Run 1, PDN straps and rails:
Pins as bars on the die edge. Tap cells in grey.
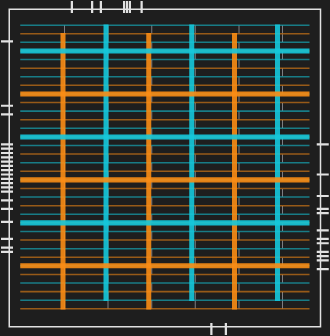
Run 1, cell classes on the final placement:
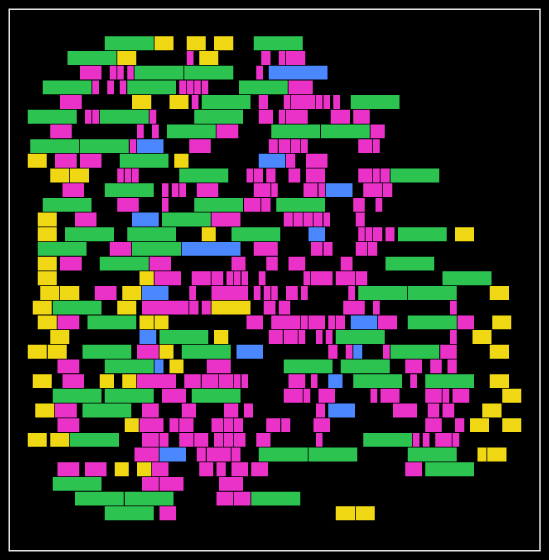
Run 1, clock distribution:
Bar = 20 um.
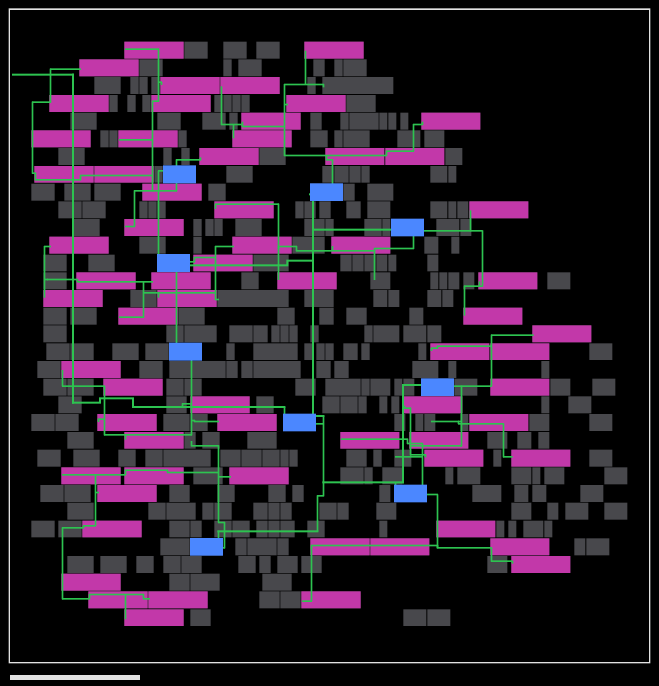
Run 1, routed metal, one colour a layer:
Bar = 20 um.
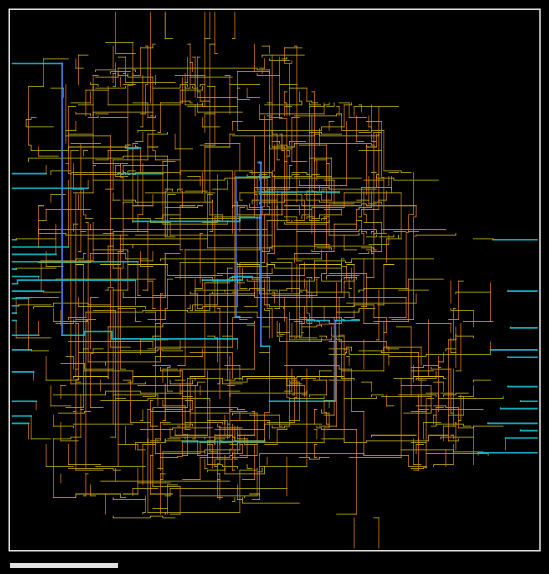
File: config.mk
export PLATFORM = sky130hd
export DESIGN_NAME = uart_instr_loader
export DESIGN_NICKNAME = d
export VERILOG_FILES = /design/src/rtl/uart_loader_pkg.sv /design/src/rtl/uart_byte_reader.sv /design/src/rtl/uart_instr_loader.sv
export SDC_FILE = /design/constraint.sdc
export NUM_CORES = 1
export LEC_CHECK = 0
export CAP_MARGIN = 20
export CORE_AREA = 3 3 95 97
export CTS_CLUSTER_SIZE = 40
export DETAILED_ROUTE_END_ITERATION = 8
export DIE_AREA = 0 0 98 100
export SYNTH_ARGS = -nofsm -noshare
export SYNTH_HDL_FRONTEND = slang
export SYNTH_HIERARCHICAL = 1
export SYNTH_SLANG_ARGS = --single-unit
File: constraint.sdc
create_clock -name clk -period 2.49 [get_ports clk]
set_input_delay 0.747 -clock clk [delete_from_list [all_inputs] [get_ports clk]]
set_output_delay 0.747 -clock clk [all_outputs]
set_load 0.005 [all_outputs]
File: src/rtl/uart_loader_pkg.sv
// Shared types and constants for the UART instruction loader.
package uart_loader_pkg;

    typedef enum logic [2:0] {
        IDLE  = 3'd0,
        SYNC  = 3'd1,
        COUNT = 3'd2,
        WHI   = 3'd3,
        WLO   = 3'd4,
        CSUM  = 3'd5,
        DONE  = 3'd6,
        ERR   = 3'd7
    } state_e;

    localparam logic [7:0]  DEFAULT_SYNC_BYTE = 8'hA5;
    localparam int unsigned CSUM_W            = 8;
    // Remaining-word counter must hold 256.
    localparam int unsigned CNT_W             = 9;

    // True in the states that consume bytes from the receive FIFO.
    function automatic logic is_rx_state(input state_e s);
        return (s == SYNC) || (s == COUNT) || (s == WHI) || (s == WLO) || (s == CSUM);
    endfunction

endpackage

File: src/rtl/uart_byte_reader.sv
// Pops one byte at a time from the UART receive FIFO, never on back-to-back cycles.
module uart_byte_reader (
    input  logic       clk,
    input  logic       reset_n,
    input  logic       start,
    input  logic       rx_en,
    input  logic       rx_empty,
    input  logic [7:0] r_data,
    output logic       rd_uart,
    output logic       byte_valid,
    output logic [7:0] byte_data
);

    logic       rd_q, rd_d;
    logic       vld_q, vld_d;
    logic [7:0] byte_q, byte_d;

    // Issue a pop only when the previous pop has had a cycle to settle; start takes priority.
    always_comb begin
        rd_d   = 1'b0;
        vld_d  = 1'b0;
        byte_d = byte_q;
        if (rx_en && !rx_empty && !rd_q && !start) begin
            rd_d   = 1'b1;
            vld_d  = 1'b1;
            byte_d = r_data;
        end
    end

    // Pop strobe and captured byte registers.
    always_ff @(posedge clk or negedge reset_n) begin
        if (!reset_n) begin
            rd_q   <= 1'b0;
            vld_q  <= 1'b0;
            byte_q <= 8'h00;
        end else begin
            rd_q   <= rd_d;
            vld_q  <= vld_d;
            byte_q <= byte_d;
        end
    end

    assign rd_uart    = rd_q;
    assign byte_valid = vld_q;
    assign byte_data  = byte_q;

endmodule

File: src/rtl/uart_instr_loader.sv
// Loads a framed, checksummed instruction image from the UART into instruction memory.
module uart_instr_loader
    import uart_loader_pkg::*;
#(
    parameter int unsigned ADDR_W    = 8,
    parameter logic [7:0]  SYNC_BYTE = DEFAULT_SYNC_BYTE
) (
    input  logic              clk,
    input  logic              reset_n,
    input  logic              start,
    input  logic [7:0]        r_data,
    input  logic              rx_empty,
    output logic              rd_uart,
    output logic              imem_we,
    output logic [ADDR_W-1:0] imem_addr,
    output logic [15:0]       imem_wdata,
    output logic              cpu_reset_n,
    output logic              busy,
    output logic              load_done,
    output logic              load_err
);

    state_e              state_q, state_d;
    logic [CNT_W-1:0]    cnt_q, cnt_d;
    logic [CSUM_W-1:0]   csum_q, csum_d;
    logic [7:0]          hi_q, hi_d;
    logic [ADDR_W-1:0]   addr_q, addr_d;
    logic [15:0]         wdata_q, wdata_d;
    logic                we_q, we_d;
    logic                cpu_rst_q, cpu_rst_d;
    logic                busy_q, busy_d;
    logic                done_q, done_d;
    logic                err_q, err_d;

    logic                byte_valid;
    logic [7:0]          byte_data;

    uart_byte_reader u_reader (
        .clk        (clk),
        .reset_n    (reset_n),
        .start      (start),
        .rx_en      (is_rx_state(state_q)),
        .rx_empty   (rx_empty),
        .r_data     (r_data),
        .rd_uart    (rd_uart),
        .byte_valid (byte_valid),
        .byte_data  (byte_data)
    );

    // Frame parser: next state and next values of every registered output.
    always_comb begin
        state_d   = state_q;
        cnt_d     = cnt_q;
        csum_d    = csum_q;
        hi_d      = hi_q;
        addr_d    = addr_q;
        wdata_d   = wdata_q;
        we_d      = 1'b0;
        cpu_rst_d = cpu_rst_q;
        done_d    = done_q;
        err_d     = err_q;

        if (start) begin
            state_d   = SYNC;
            addr_d    = '0;
            csum_d    = '0;
            done_d    = 1'b0;
            err_d     = 1'b0;
            cpu_rst_d = 1'b0;
        end else begin
            // Advance the address after a write only if more words follow, so it never wraps.
            if (we_q && (state_q == WHI)) begin
                addr_d = addr_q + ADDR_W'(1);
            end
            if (byte_valid) begin
                unique case (state_q)
                    SYNC: begin
                        if (byte_data == SYNC_BYTE) state_d = COUNT;
                    end
                    COUNT: begin
                        cnt_d   = (byte_data == 8'h00) ? CNT_W'(256) : CNT_W'(byte_data);
                        state_d = WHI;
                    end
                    WHI: begin
                        hi_d    = byte_data;
                        csum_d  = csum_q + byte_data;
                        state_d = WLO;
                    end
                    WLO: begin
                        wdata_d = {hi_q, byte_data};
                        we_d    = 1'b1;
                        csum_d  = csum_q + byte_data;
                        if (cnt_q == CNT_W'(1)) begin
                            state_d = CSUM;
                        end else begin
                            cnt_d   = cnt_q - CNT_W'(1);
                            state_d = WHI;
                        end
                    end
                    CSUM: begin
                        if (byte_data == csum_q) begin
                            state_d   = DONE;
                            done_d    = 1'b1;
                            cpu_rst_d = 1'b1;
                        end else begin
                            state_d = ERR;
                            err_d   = 1'b1;
                        end
                    end
                    default: ;
                endcase
            end
        end
        busy_d = is_rx_state(state_d);
    end

    // State and output registers.
    always_ff @(posedge clk or negedge reset_n) begin
        if (!reset_n) begin
            state_q   <= IDLE;
            cnt_q     <= '0;
            csum_q    <= '0;
            hi_q      <= 8'h00;
            addr_q    <= '0;
            wdata_q   <= 16'h0000;
            we_q      <= 1'b0;
            cpu_rst_q <= 1'b0;
            busy_q    <= 1'b0;
            done_q    <= 1'b0;
            err_q     <= 1'b0;
        end else begin
            state_q   <= state_d;
            cnt_q     <= cnt_d;
            csum_q    <= csum_d;
            hi_q      <= hi_d;
            addr_q    <= addr_d;
            wdata_q   <= wdata_d;
            we_q      <= we_d;
            cpu_rst_q <= cpu_rst_d;
            busy_q    <= busy_d;
            done_q    <= done_d;
            err_q     <= err_d;
        end
    end

    assign imem_we     = we_q;
    assign imem_addr   = addr_q;
    assign imem_wdata  = wdata_q;
    assign cpu_reset_n = cpu_rst_q;
    assign busy        = busy_q;
    assign load_done   = done_q;
    assign load_err    = err_q;

endmodule

==> metrics.yaml, run 1 <==
outcome: "completed"
dp_hpwl_um: 5130
endpoint_kind: "register"
htree_levels: 3
cp-endpoint: "imem_wdata[14]$_DFFE_PN0P_"
met3_usage: 0.0473
grtUsageMet1: 0.227
clkTransAtPathRegs_ns: 0.08
top_layer_used: "met4"
simple_gate_area_frac: 0.168
grt_busiest_layer: "met2"
hold_viol_final: 0
syn_area_sq_um: 3310
area_delta_synth_final_pct: 23.3
r2r-end: "busy$_DFF_PN0_"
worstMarginPinSlew_ns: 0.671
lay_top_count: "dfrtp_1"
drcViolationCount: 0
crit_type: "primary input to register"
place_inst: 451
cts_buffers: 9
num_io_pins: 42
r2r_slack_ns: 0.37
clk_root_buffer_cell: "clkbuf_8"
antenna_left: 0
fp_nets: 328
cp_max_fo: 12
drt-initial-drc-count: 137
vias_per_cell: 5.28
drive_gt1_frac: 0.191
final_cell_mix: "dfrtp_1 (65), clkdlybuf4s50_1 (40), nor2_1 (37), nand2_1 (30), mux2_2 (24)"
slew_violations: 0
gr-total-overflow: 0
fp.dieArea_sq_um: 9800
finalPower_mw: 2.37
antenna_found_initial: 0
rr_worst_depth: 6
## Picture notes: 'PDN straps and rails'
Key: VDD = cyan; VSS = orange
42 signal pins sit on the boundary. 34 met1 rails follow the rows. 6 straps on met5.
Die H: 100 um
VDD IR max: 310 uV
Core ar.: 8220 sq um
Die Wd: 98 um

## Picture notes: 'cell classes on the final placement'
Key: sequential cells = green [cells 65, share of their area 41%]; clock drivers and dummy loads = blue [cells 16, share of their area 5.5%]; combinational and other logic = magenta [cells 226, share of their area 40%]; remaining buffers and delay cells = yellow [cells 55, share of their area 13%]
final core utilization: 0.497
Final Cell Area: 4080 sq um

## Picture notes: 'clock distribution'
Key: clock drivers = blue [count 9]; flip-flops = magenta [count 65]; clock wires = green [length 898 um]
There are 10 routed clock nets. Position of the flops: widely spread.
Clock Power Share: 0.419
clock group power: 0.993 mW
Clock Skews: 0.00791 ns
clk latency late pin: 0.35 ns

## Picture notes: 'routed metal, one colour a layer'
Key: metal 4 = blue [wire length 125 um]; metal 1 = yellow [wire length 3630 um]; metal 2 = orange [wire length 3210 um]; metal 3 = cyan [wire length 351 um]
gr usage total: 0.162
drt wl/cell: 15.7 um
final WL: 7320 um
DR vias: 2467

[run 1: report_power, final]
group | total, mW | switching, mW | internal [mW]
registers | 1.11 | 0.0252 | 1.08
clock network | 0.993 | 0.430 | 0.563
logic | 0.271 | 0.150 | 0.120
[run 1: synthesized netlist by cell type (all sizes together) (2+ instances only)]
library cell,count,area (sq um)
dfrtp,65,1630
nor2,37,139
nand2,31,119
mux2,25,285
a21oi,13,65.1
buf,12,92.6
o21ai,12,63.8
ha,10,125
nor3,8,50.1
xnor2,8,70.1
nand3,7,35.0
a22o,6,52.6
inv,6,22.5
a211oi,5,37.5
nor4,5,37.5
xor2,5,43.8
a31oi,4,25.0
o21bai,4,30.0
a21o,3,22.5
nand2b,3,26.3
nor3b,3,33.8
o22a,3,27.5
or3,3,28.8
and4,2,17.5
clkbuf,2,8.75
mux2i,2,20.0
nand4,2,12.5
[run 1: worst max-delay path, stage by stage]
cell and delay, ns:
clkdlybuf4s50_1 0.48, nand2b_4 0.15, or3_1 0.43, clkinv_1 0.38
nand2_1 0.15, nand2_1 0.06
[run 1: cell type report]
class                      count  area [sq um]  share of cell area
clock buffer                   9           124              0.0304
sequential                    65          1630               0.399
timing repair buffer          55           523               0.128
multi-input combinational    219          1550               0.381
inverter                       7          26.3             0.00644
tap                          105           131              0.0322
clock inverter                 7          95.1              0.0233
[run 1: sequential cells by signal, summed over array words and instances, names as in the netlist]
name / count
load_err: 1
imem_we: 1
csum_q: 8
load_done: 1
u_reader/byte_data: 8
hi_q: 8
imem_wdata: 16
cnt_q: 9
u_reader/byte_valid: 1
busy: 1
state_q: 3
imem_addr: 8
[run 1: cell families (layout without fill, tap and decap cells)]
family,after synthesis,count (layout)
compound gates,62,62
buf+inv,21,78
simple gates,106,106
flops,65,65
fa+ha+maj,11,11
xor+xnor,13,13
mux,27,27
Run 1, congestion heat map:
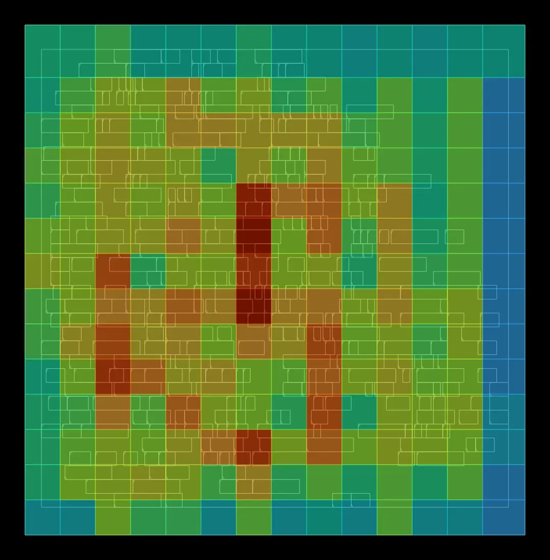

## Run 2: what changed since run 1
- CORE_AREA: 3 3 95 97 -> 3 3 86 108
- CTS_BUF_LIST: default -> sky130_fd_sc_hd__clkbuf_4
- DIE_AREA: 0 0 98 100 -> 0 0 89 111
- PLACE_DENSITY_LB_ADDON: default -> 0.2
Run 2, congestion heat map:
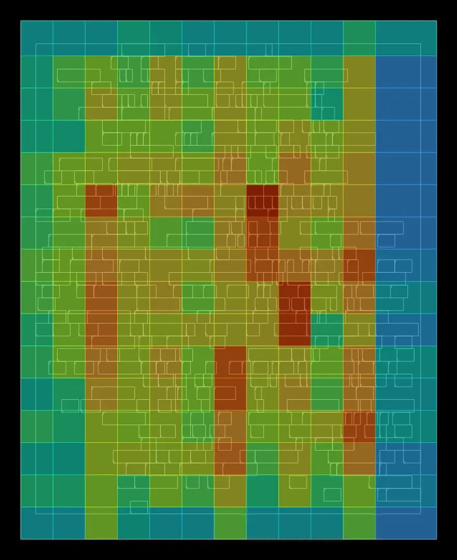
drt wl/cell: 16.1 um
final core utilization: 0.484
GR Layer Usage met3: 0.0342
met2 Use GR: 0.242
gr busiest metal: met2

Run 2, clock distribution:
Bar = 20 um.
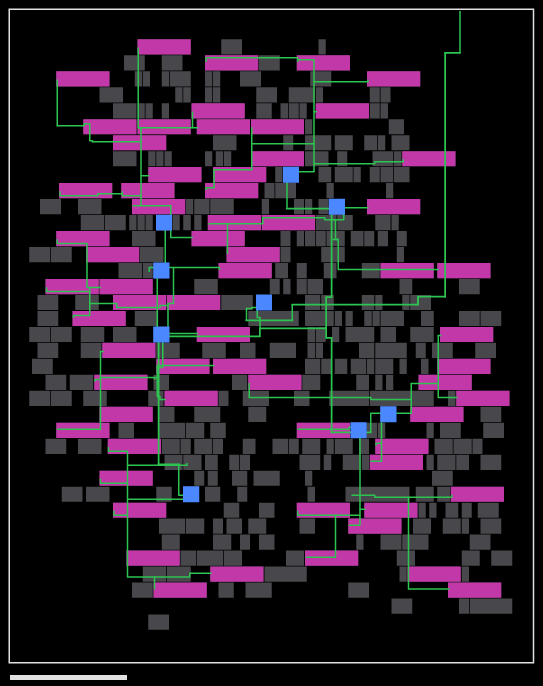
Key: flip-flops = magenta [count 65]; clock drivers = blue [count 9]; clock wires = green [length 875 um]
There are 10 routed clock nets. Position of the flops: widely spread.
clock group power: 0.807 mW
clk latency late pin: 0.41 ns

Run 2, routed metal, one colour a layer:
Bar = 20 um.
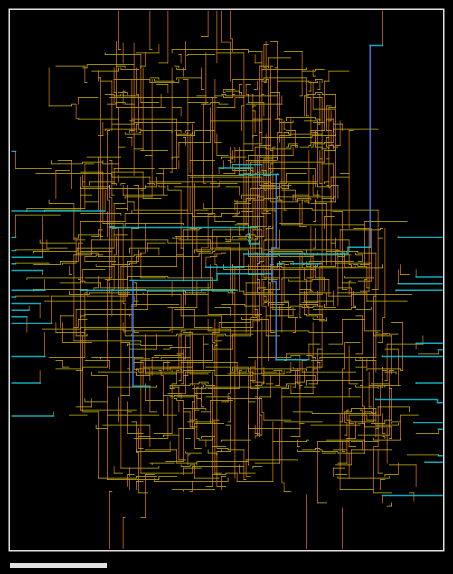
Key: metal 3 = cyan [wire length 348 um]; metal 1 = yellow [wire length 3470 um]; metal 2 = orange [wire length 3470 um]; metal 4 = blue [wire length 103 um]
DR vias: 2461
final WL: 7380 um
gr usage total: 0.161

==> run 2 against run 1 <==
Net effect:
- combinational power about the same
- critical path depth shrank 5
- utilization shrank 1.2 points
- count of clock-buffer cells in the layout unchanged
- highest routed layer unchanged
- critical path type is now register to output pin
- non-clock buffer count is the same
- first-iteration DRC count is 4.4% lower
- sequential share of layout area rose by 0.66 points
- clock skew grew 0.0087 ns
- maximum frequency is 7.0% lower
- critical endpoint is now rd_uart
- final cell count is 1.7% lower
- via count down 0.24%
==> metrics.yaml, run 2 <==
taps: 97  # -7.6%
drive_gt1_frac: 0.191  # unchanged
fp.dieArea_sq_um: 9880  # +0.81%
buffers: 55  # unchanged
place_inst: 443  # -1.8%
lay_top_count: "dfrtp_1"
clk_root_buffer_cell: "clkbuf_4"
dieWidth_um: 89  # -9.2%
top_cell: "dfrtp_1"
antenna_found_initial: 0  # unchanged
endpoint_kind: "output pin"
outcome: "completed"
n_all_inverters: 7  # unchanged
finClkSkew_ns: 0.0166  # +0.00873 ns
slew_violations: 0  # unchanged
largest_cell_class: "registers"
path_buffers: 1  # -1
die_y_um: 111  # +11%
combGateArea_sq_um: 1550  # unchanged
num_io_pins: 42  # unchanged
clkTransAtPathRegs_ns: 0.11  # +0.03 ns
yosys.area.top_type: "dfrtp_1"
fp_nets: 328  # unchanged
design.seq.count: 65  # unchanged
cts_buffers: 9  # unchanged
top_cells_by_count: "dfrtp_1 (65), nor2_1 (37), nand2_1 (30)"
largest_register_ffs: 16  # unchanged
hold_viol_final: 0  # unchanged
worstPathCellList: "clkdlybuf4s50_1"
htree_levels: 3  # unchanged
ir_worst_vdd_uv: 209  # -32%
worstMarginPinSlew_ns: 0.673  # +0.00250 ns
dp_hpwl_um: 5090  # -0.77%
cp_top_family: "flip-flops"
gr-total-overflow: 0  # unchanged
vias_per_cell: 5.36  # +1.5%
r2r_slack_ns: 0.36  # about the same
## run 2: worst paths after layout
| kind | cells after the start | endpoint |
|---|---|---|
| min in group clk | 2 | imem_wdata[12]$_DFFE_PN0P_ |
| hold reg to reg | 2 | imem_wdata[12]$_DFFE_PN0P_ |
| setup / recovery | 1 | rd_uart |
| setup reg to reg | 6 | busy$_DFF_PN0_ |
| max in group asynchronous | 2 | u_reader/byte_data[2]$_DFFE_PN0P_ |
| hold / removal | 2 | imem_addr[7]$_DFFE_PN0P_ |
## run 2: layer usage
metal / GRT usage / share of wire / up-vias
li1: - / - / 1198
met5: 0 / 0 / -
met3: 0.0342 / 0.047 / 7
met2: 0.242 / 0.47 / 56
met4: 0.0566 / 0.014 / 0
met1: 0.226 / 0.47 / 1200
## run 2: stage by stage
step / total power, mW / area (sq um) / TNS [ns]
final: 2.18 / 4010 / 0
after global routing: 2.30 / 4010 / 0
after CTS: 2.22 / 4010 / 0
after detailed placement: 1.40 / 3850 / -0.323
after global placement: 1.40 / 3850 / -0.320
after floorplan: 1.26 / 3310 / 0
## run 2: cells by family (layout without fill, tap and decap cells)
family / Yosys count / after routing / share of synthesized area
XOR/XNOR: 13 / 13 / 0.0344
adder cells (fa/ha/maj): 11 / 11 / 0.0439
flip-flops: 65 / 65 / 0.492
multiplexers: 27 / 27 / 0.0923
AND-OR/OR-AND: 62 / 62 / 0.131
buffers and inverters: 21 / 78 / 0.0386
AND/OR/NAND/NOR: 106 / 106 / 0.168
## run 2: power by group
group / internal [mW] / total (mW) / leakage [nW] / switching (mW)
registers: 1.08 / 1.11 / 0.869 / 0.0265
logic: 0.119 / 0.270 / 0.902 / 0.150
clock network: 0.407 / 0.807 / 0.0859 / 0.401
total: 1.61 / 2.18 / 1.86 / 0.577
Run 2, cell classes on the final placement:
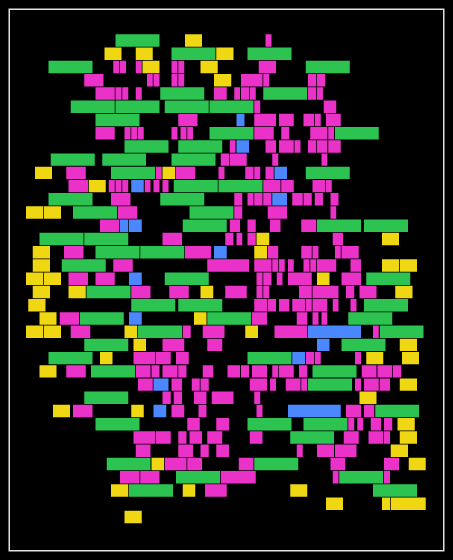

## Run 3: what changed since run 2
- CTS_BUF_LIST: sky130_fd_sc_hd__clkbuf_4 -> sky130_fd_sc_hd__clkbuf_8
Run 3, cell classes on the final placement:
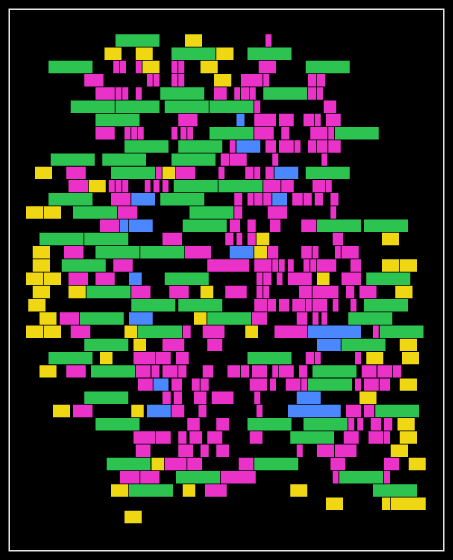
Key: sequential cells = green [cells 65, share of their area 41%]; clock drivers and dummy loads = blue [cells 16, share of their area 5.5%]; remaining buffers and delay cells = yellow [cells 55, share of their area 13%]; combinational and other logic = magenta [cells 226, share of their area 40%]
Core ar.: 8290 sq um
final core utilization: 0.491
Core Rows: 37
sequential share of cell area: 0.400

Run 3, clock distribution:
Bar = 20 um.
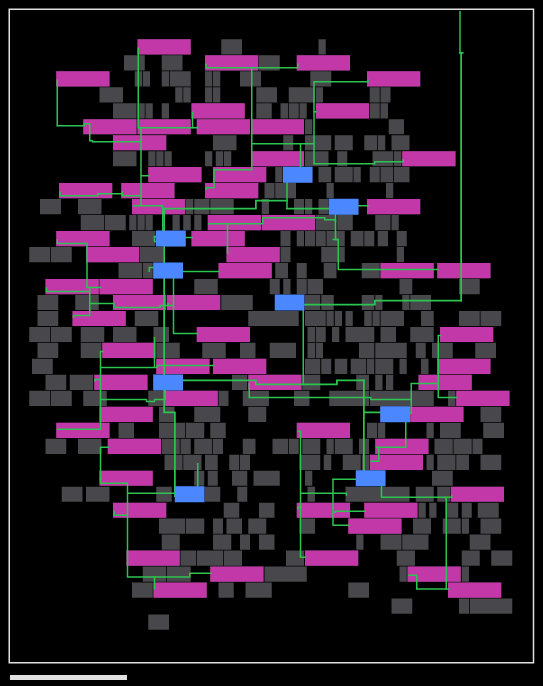
Key: flip-flops = magenta [count 65]; clock drivers = blue [count 9]; clock wires = green [length 885 um]
Position of the flops: widely spread. There are 10 routed clock nets.
clock group power: 0.988 mW
Clock Power Share: 0.418

==> run 3 against run 2 <==
Net effect:
- sequential cell count unchanged
- clock power increased by 22%
- critical path depth unchanged
- maximum frequency increased by 2.7%
- global-route usage increased by 0.12 points
- combinational power about the same
- wire length decreased by 0.57%
- hold slack improved by 0.070 ns
- clock skew decreased by 0.0069 ns
- via count increased by 0.37%
- largest power group unchanged
==> metrics.yaml, run 3 <==
ir_worst_vdd_uv: 282  # +35%
top_layer_used: "met4"
worstMarginPinSlew_ns: 0.669  # -0.00475 ns
endpoint_kind: "output pin"
outcome: "completed"
hold_viol_final: 0  # unchanged
drive_gt1_frac: 0.191  # unchanged
cp_top_family: "flip-flops"
cts_buffers: 9  # unchanged
antenna_found_initial: 0  # unchanged
clock_latency_ns: 0.35  # -0.06 ns
ys_top_logic_family: "simple AND/OR/NAND/NOR gates"
top_cell: "dfrtp_1"
vias_per_cell: 5.38  # +0.37%
worstPathCellList: "clkdlybuf4s50_1"
place_inst: 443  # unchanged
num_io_pins: 42  # unchanged
path_buffers: 1  # unchanged
aoi_share: 0.131  # unchanged
finClkSkew_ns: 0.00978  # -0.00686 ns
fp_nets: 328  # unchanged
wl_met1_um: 3490  # +0.55%
yosys-mux-area-fraction: 0.0923  # unchanged
adder_share: 0.0439  # unchanged
r2r_slack_ns: 0.39  # +0.03 ns
yosys.area.top_type: "dfrtp_1"
dieWidth_um: 89  # unchanged
top_cells_by_count: "dfrtp_1 (65), nor2_1 (37), nand2_1 (30)"
xor_share: 0.0344  # unchanged
wl_met2_um: 3410  # -1.7%
fp.dieArea_sq_um: 9880  # unchanged
track_usage: 0.162  # +0.00120
largest_register_ffs: 16  # unchanged
tns_ns: 0  # unchanged
simple_gate_area_frac: 0.168  # unchanged
rr_worst_depth: 6  # unchanged
finalPower_mw: 2.37  # +8.3%
Run 3, routed metal, one colour a layer:
Bar = 20 um.
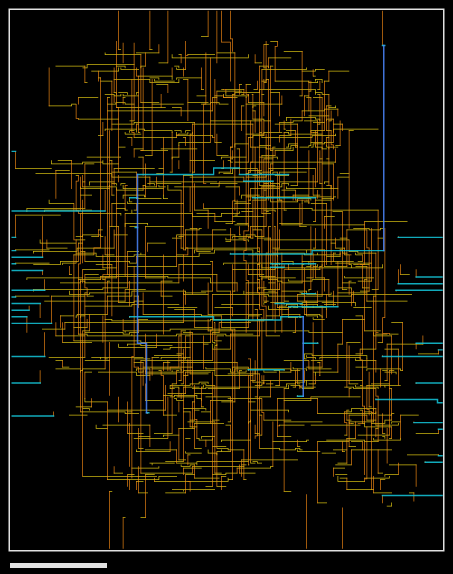
Key: metal 1 = yellow [wire length 3490 um]; metal 2 = orange [wire length 3410 um]; metal 3 = cyan [wire length 341 um]; metal 4 = blue [wire length 109 um]
DR vias: 2470
drt wl/cell: 16.0 um
final WL: 7340 um

## run 3: cell types whose count changed in the layout (fill, tap and decap cells not counted)
| cell | before | now |
|---|---|---|
| clkbuf_4 | 9 | 0 |
| clkbuf_8 | 0 | 9 |
## run 3: per-stage QoR
step | utilization | area, sq um
after detailed placement | 0.465 | 3850
after global placement | 0.465 | 3850
final | 0.491 | 4070
after floorplan | - | 3310
after CTS | 0.491 | 4070
after global routing | 0.491 | 4070
## run 3: final cells by class
type                            instances  area [sq um]  area share
Multi-Input combinational cell        219          1550       0.382
Timing Repair Buffer                   55           523       0.128
Clock buffer                            9           124      0.0304
Clock inverter                          7          95.1      0.0234
Sequential cell                        65          1630       0.400
Tap cell                               97           121      0.0298
Inverter                                7          26.3     0.00646
## run 3: final timing paths
check | startpoint | end
max | u_reader/byte_valid$_DFF_PN0_ | rd_uart
min | reset_n | imem_addr[7]$_DFFE_PN0P_
max reg2reg | csum_q[1]$_DFFE_PN0P_ | busy$_DFF_PN0_
min reg2reg | hi_q[4]$_DFFE_PN0P_ | imem_wdata[12]$_DFFE_PN0P_
max in group asynchronous | reset_n | cnt_q[4]$_DFFE_PN0P_
min in group clk | hi_q[4]$_DFFE_PN0P_ | imem_wdata[12]$_DFFE_PN0P_
## run 3: logic make-up after synthesis
logic type	after synthesis
xor+xnor	13
compound gates	62
fa+ha+maj	11
mux	27
simple gates	106
flops	65
buf+inv	21
## run 3: per-layer routing
metal,GRT usage,up-vias
li1,-,1196
met1,0.226,1204
met2,0.243,60
met3,0.0409,10
met4,0.0536,0
met5,0,-
## run 3: report_power, final
group | total, mW | switching [mW] | internal (mW)
Clock | 0.988 | 0.425 | 0.563
Sequential | 1.11 | 0.0269 | 1.08
Combinational | 0.270 | 0.150 | 0.119
Power figures rest on the tool's default switching activity, not on a simulated workload.
